Fig. 1: clock wiring as the flow saved it
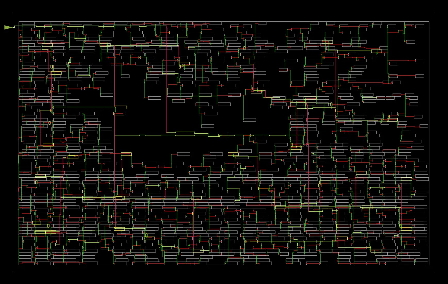
Fig. 2: the metal 3 layer
(1.5 px per µm) Cells faint in the background.
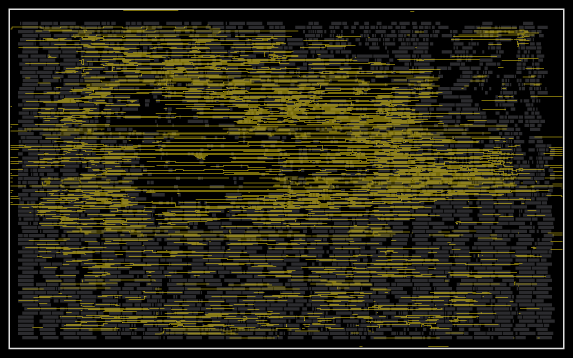
`config.mk`:
```
export PLATFORM = sky130hd
export DESIGN_NAME = icache_unit_param
export DESIGN_NICKNAME = d
export VERILOG_FILES = /design/src/rtl/icache_unit_param.sv
export SDC_FILE = /design/constraint.sdc
export NUM_CORES = 2
export LEC_CHECK = 0
export CAP_MARGIN = 20
export CORE_ASPECT_RATIO = 0.6
export CORE_MARGIN = 5
export CORE_UTILIZATION = 66
export CTS_CLUSTER_DIAMETER = 100
export CTS_CLUSTER_SIZE = 30
export DETAILED_ROUTE_END_ITERATION = 8
export PLACE_DENSITY_LB_ADDON = 0.1
export SLEW_MARGIN = 20
export SYNTH_ARGS = -nofsm -noshare
export SYNTH_HDL_FRONTEND = slang
export SYNTH_SLANG_ARGS = --single-unit
```
`constraint.sdc`:
```
create_clock -name clk -period 16.4 [get_ports clk]
set_input_delay 4.92 -clock clk [delete_from_list [all_inputs] [get_ports clk]]
set_output_delay 4.92 -clock clk [all_outputs]
set_load 0.05 [all_outputs]
```
`src/rtl/icache_unit_param.sv`:
```
// Set-associative instruction cache with per-set age LRU, bus miss handling,
// snoop invalidation and a saturating miss counter.
module icache_unit_param #(
    parameter int ADDR_W = 32,
    parameter int SETS   = 4,
    parameter int ASSOC  = 4
) (
    input  logic              clk,
    input  logic              rst,
    input  logic              PrRd,
    input  logic [ADDR_W-1:0] Address,
    output logic [ADDR_W-1:0] Data_Bus,
    output logic              CPU_stall,
    output logic              Com_Bus_Req_proc,
    input  logic              Com_Bus_Gnt_proc,
    output logic [ADDR_W-1:0] Address_Com,
    input  logic [ADDR_W-1:0] Data_Bus_Com,
    input  logic              Data_in_Bus,
    input  logic              Inv_Valid,
    input  logic [ADDR_W-1:0] Inv_Address,
    output logic [15:0]       Miss_Count
);
    localparam int IDX_W = $clog2(SETS);
    localparam int AGE_W = $clog2(ASSOC);
    localparam int TAG_W = ADDR_W - IDX_W;

    typedef enum logic [1:0] {IDLE, REQ, WAIT, FILL} state_t;

    state_t            state_q, state_d;
    logic [TAG_W-1:0]  tag_q   [SETS][ASSOC];
    logic [TAG_W-1:0]  tag_d   [SETS][ASSOC];
    logic              valid_q [SETS][ASSOC];
    logic              valid_d [SETS][ASSOC];
    logic [ADDR_W-1:0] data_q  [SETS][ASSOC];
    logic [ADDR_W-1:0] data_d  [SETS][ASSOC];
    logic [AGE_W-1:0]  age_q   [SETS][ASSOC];
    logic [AGE_W-1:0]  age_d   [SETS][ASSOC];
    logic [ADDR_W-1:0] miss_addr_q, miss_addr_d;
    logic [ADDR_W-1:0] fill_data_q, fill_data_d;
    logic [15:0]       miss_cnt_q, miss_cnt_d;

    logic [IDX_W-1:0]  rd_idx, inv_idx, fill_idx, acc_idx;
    logic [TAG_W-1:0]  rd_tag, inv_tag, fill_tag;
    logic              rd_found, inv_found, vic_free, acc_en;
    logic [AGE_W-1:0]  rd_way, inv_way, vic_way, acc_way;

    assign rd_idx     = Address[IDX_W-1:0];
    assign rd_tag     = Address[ADDR_W-1:IDX_W];
    assign inv_idx    = Inv_Address[IDX_W-1:0];
    assign inv_tag    = Inv_Address[ADDR_W-1:IDX_W];
    assign fill_idx   = miss_addr_q[IDX_W-1:0];
    assign fill_tag   = miss_addr_q[ADDR_W-1:IDX_W];
    assign Miss_Count = miss_cnt_q;

    // Descending scan so the lowest matching/free way wins.
    always_comb begin
        rd_found  = 1'b0;
        rd_way    = '0;
        inv_found = 1'b0;
        inv_way   = '0;
        vic_free  = 1'b0;
        vic_way   = '0;
        for (int w = ASSOC - 1; w >= 0; w--) begin
            if (valid_q[rd_idx][w] && tag_q[rd_idx][w] == rd_tag) begin
                rd_found = 1'b1;
                rd_way   = AGE_W'(w);
            end
            if (valid_q[inv_idx][w] && tag_q[inv_idx][w] == inv_tag) begin
                inv_found = Inv_Valid;
                inv_way   = AGE_W'(w);
            end
            if (!valid_q[fill_idx][w]) begin
                vic_free = 1'b1;
                vic_way  = AGE_W'(w);
            end
        end
        if (!vic_free) begin
            for (int w = 0; w < ASSOC; w++) begin
                if (age_q[fill_idx][w] == AGE_W'(ASSOC - 1)) begin
                    vic_way = AGE_W'(w);
                end
            end
        end
    end

    always_comb begin
        state_d          = state_q;
        tag_d            = tag_q;
        valid_d          = valid_q;
        data_d           = data_q;
        age_d            = age_q;
        miss_addr_d      = miss_addr_q;
        fill_data_d      = fill_data_q;
        miss_cnt_d       = miss_cnt_q;
        Data_Bus         = '0;
        CPU_stall        = 1'b0;
        Com_Bus_Req_proc = 1'b0;
        Address_Com      = '0;
        acc_en           = 1'b0;
        acc_idx          = rd_idx;
        acc_way          = rd_way;

        // Snoop first: a fill into the same way below overrides it.
        if (inv_found) begin
            valid_d[inv_idx][inv_way] = 1'b0;
        end

        unique case (state_q)
            IDLE: begin
                if (PrRd && rd_found) begin
                    Data_Bus = data_q[rd_idx][rd_way];
                    acc_en   = 1'b1;
                end else if (PrRd) begin
                    CPU_stall   = 1'b1;
                    miss_addr_d = Address;
                    state_d     = REQ;
                    if (miss_cnt_q != 16'hFFFF) begin
                        miss_cnt_d = miss_cnt_q + 16'd1;
                    end
                end
            end
            REQ: begin
                CPU_stall        = 1'b1;
                Com_Bus_Req_proc = 1'b1;
                if (Com_Bus_Gnt_proc) begin
                    state_d = WAIT;
                end
            end
            WAIT: begin
                CPU_stall        = 1'b1;
                Com_Bus_Req_proc = 1'b1;
                Address_Com      = miss_addr_q;
                if (Data_in_Bus) begin
                    fill_data_d = Data_Bus_Com;
                    state_d     = FILL;
                end
            end
            FILL: begin
                CPU_stall                  = 1'b1;
                tag_d[fill_idx][vic_way]   = fill_tag;
                data_d[fill_idx][vic_way]  = fill_data_q;
                valid_d[fill_idx][vic_way] =
                    !(Inv_Valid && Inv_Address == miss_addr_q);
                acc_en                     = 1'b1;
                acc_idx                    = fill_idx;
                acc_way                    = vic_way;
                state_d                    = IDLE;
            end
            default: state_d = IDLE;
        endcase

        if (acc_en) begin
            for (int w = 0; w < ASSOC; w++) begin
                if (AGE_W'(w) == acc_way) begin
                    age_d[acc_idx][w] = '0;
                end else if (age_q[acc_idx][w] < age_q[acc_idx][acc_way]) begin
                    age_d[acc_idx][w] = age_q[acc_idx][w] + 1'b1;
                end
            end
        end
    end

    always_ff @(posedge clk) begin
        if (rst) begin
            state_q     <= IDLE;
            miss_addr_q <= '0;
            fill_data_q <= '0;
            miss_cnt_q  <= '0;
            for (int s = 0; s < SETS; s++) begin
                for (int w = 0; w < ASSOC; w++) begin
                    valid_q[s][w] <= 1'b0;
                    age_q[s][w]   <= AGE_W'(w);
                end
            end
        end else begin
            state_q     <= state_d;
            miss_addr_q <= miss_addr_d;
            fill_data_q <= fill_data_d;
            miss_cnt_q  <= miss_cnt_d;
            valid_q     <= valid_d;
            age_q       <= age_d;
        end
        tag_q  <= tag_d;
        data_q <= data_d;
    end
endmodule

```
==> out/qor.yml <==
crit_path_frequent_cell: "buf_12"
crit_path_cell_trace: "buf_8, buf_12, mux4_2, xnor2_1, o2111ai_1, or4b_1, nand4b_1, o22ai_1, and2_2, buf_4, a21oi_1, nor3_1, buf_12"
vdd_ir_drop_max_uv: 118
placedInstanceArea_um2: 53900
hold_ws_ns: 0.508
antenna_left: 0
clk_pin_slew_ns: 0.13
ys_seq_share_pct: 63.6
p_comb_share_pct: 14.5
total_leakage_power_nw: 17.8
layout_min_cycle_time_ns: 15.34
yosys_most_used_dff: "edfxtp_1"
clkCellAreaFrac_pct: 2.31
synth.yosys.chip_area_um2: 50900
largest_net_degree_at_the_start_of_global_routing: 81
cp.buffers_inverters: 4
synth-cells-yosys: 3105
end_kind: "output port"
count_of_unresolved_drc_violations_after_routing: 0
cap_violations: 0
vias_in_the_first_global_route: 31200
dr.pass1.iters: 9
timing.rr.end: "age_q[3]"
timing.final.crit_share_pct: 93.5
worst_slack_ns: 1.06
yosys-top-cells-area: "edfxtp_1 58%, mux4_2 15%, dfxtp_1 5.1%, xnor2_1 3.6%, mux2i_1 3.0%"
routedWlPerCell_um: 39.4
outcome: "finished, final reports clean"
fin_nets: 3297
n_all_inverters: 33
flop_pwr_share_pct: 60.4
area.growth.synth_to_final_pct: 8.46
pwr_density_cell_nw_per_um2: 100
timing.critical_path.from: "Address[1]"
## Picture notes: Fig. 1
total clock buffers created by CTS: 43
largest clock skew in the final design: 0.0353 ns

## Picture notes: Fig. 2
- main direction: horizontal
- longest straight run: 210 µm
- nets with wire on the layer: 735
- wire length on this layer: 29.4 mm
- share of all routed wire: 18%
vias after detailed routing: 32,400
wire length after detailed routing: 167 mm
met3 capacity usage during global routing: 17.1%

==> kinds of logic (layout without fill, tap and decap cells) <==
| kind of cell | after synthesis | after routing | share of synthesized area [%] |
|---|---|---|---|
| other | 0 | 5 | 0 |
| flip-flops | 1122 | 1122 | 63.6 |
| AND-OR/OR-AND | 300 | 300 | 3.97 |
| AND/OR/NAND/NOR | 603 | 603 | 6.03 |
| buffers and inverters | 255 | 372 | 2.16 |
| multiplexers | 547 | 547 | 19.4 |
| XOR/XNOR | 268 | 268 | 4.61 |
| adder cells (fa/ha/maj) | 10 | 10 | 0.229 |
==> layer usage <==
metal	global-route usage, %	wire (µm)
met2	57.3	71600
met1	57.5	59600
met5	2.09	410
met3	17.1	29400
met4	10.6	5710
==> cells in the mapped netlist, types with 6 or more instances <==
cell type,n
buf_4,15
mux2i_1,151
o21ai_0,36
nand2_1,144
xnor2_1,209
xor2_1,59
buf_1,34
inv_1,31
nor3b_1,8
buf_6,9
a211o_1,7
or3_1,8
dfxtp_1,130
mux2_2,49
o22ai_1,14
mux4_2,346
clkbuf_1,147
nand3_1,31
or2_2,13
nor3_1,40
nand4_1,57
a222oi_1,6
edfxtp_1,992
ha_1,6
or4_1,8
nor2_1,147
nand4b_1,6
nor4_1,30
nor2b_1,17
a21oi_1,117
a2111oi_0,6
a221o_1,9
o32ai_1,10
nand2b_1,16
buf_2,17
and2_1,42
o221ai_1,15
==> state kept, by name, summed over array words and instances, names as in the netlist <==
| name | count |
|---|---|
| data_q | 512 |
| tag_q | 480 |
| age_q | 32 |
| fill_data_q | 32 |
| miss_addr_q | 32 |
| Miss_Count | 16 |
| valid_q | 16 |
| state_q | 2 |
==> worst min-delay path, cell delays in order, from the launching register on <==
cell and delay (ns):
dfxtp_1 0.36, nand2_1 0.06, o21ai_0 0.06
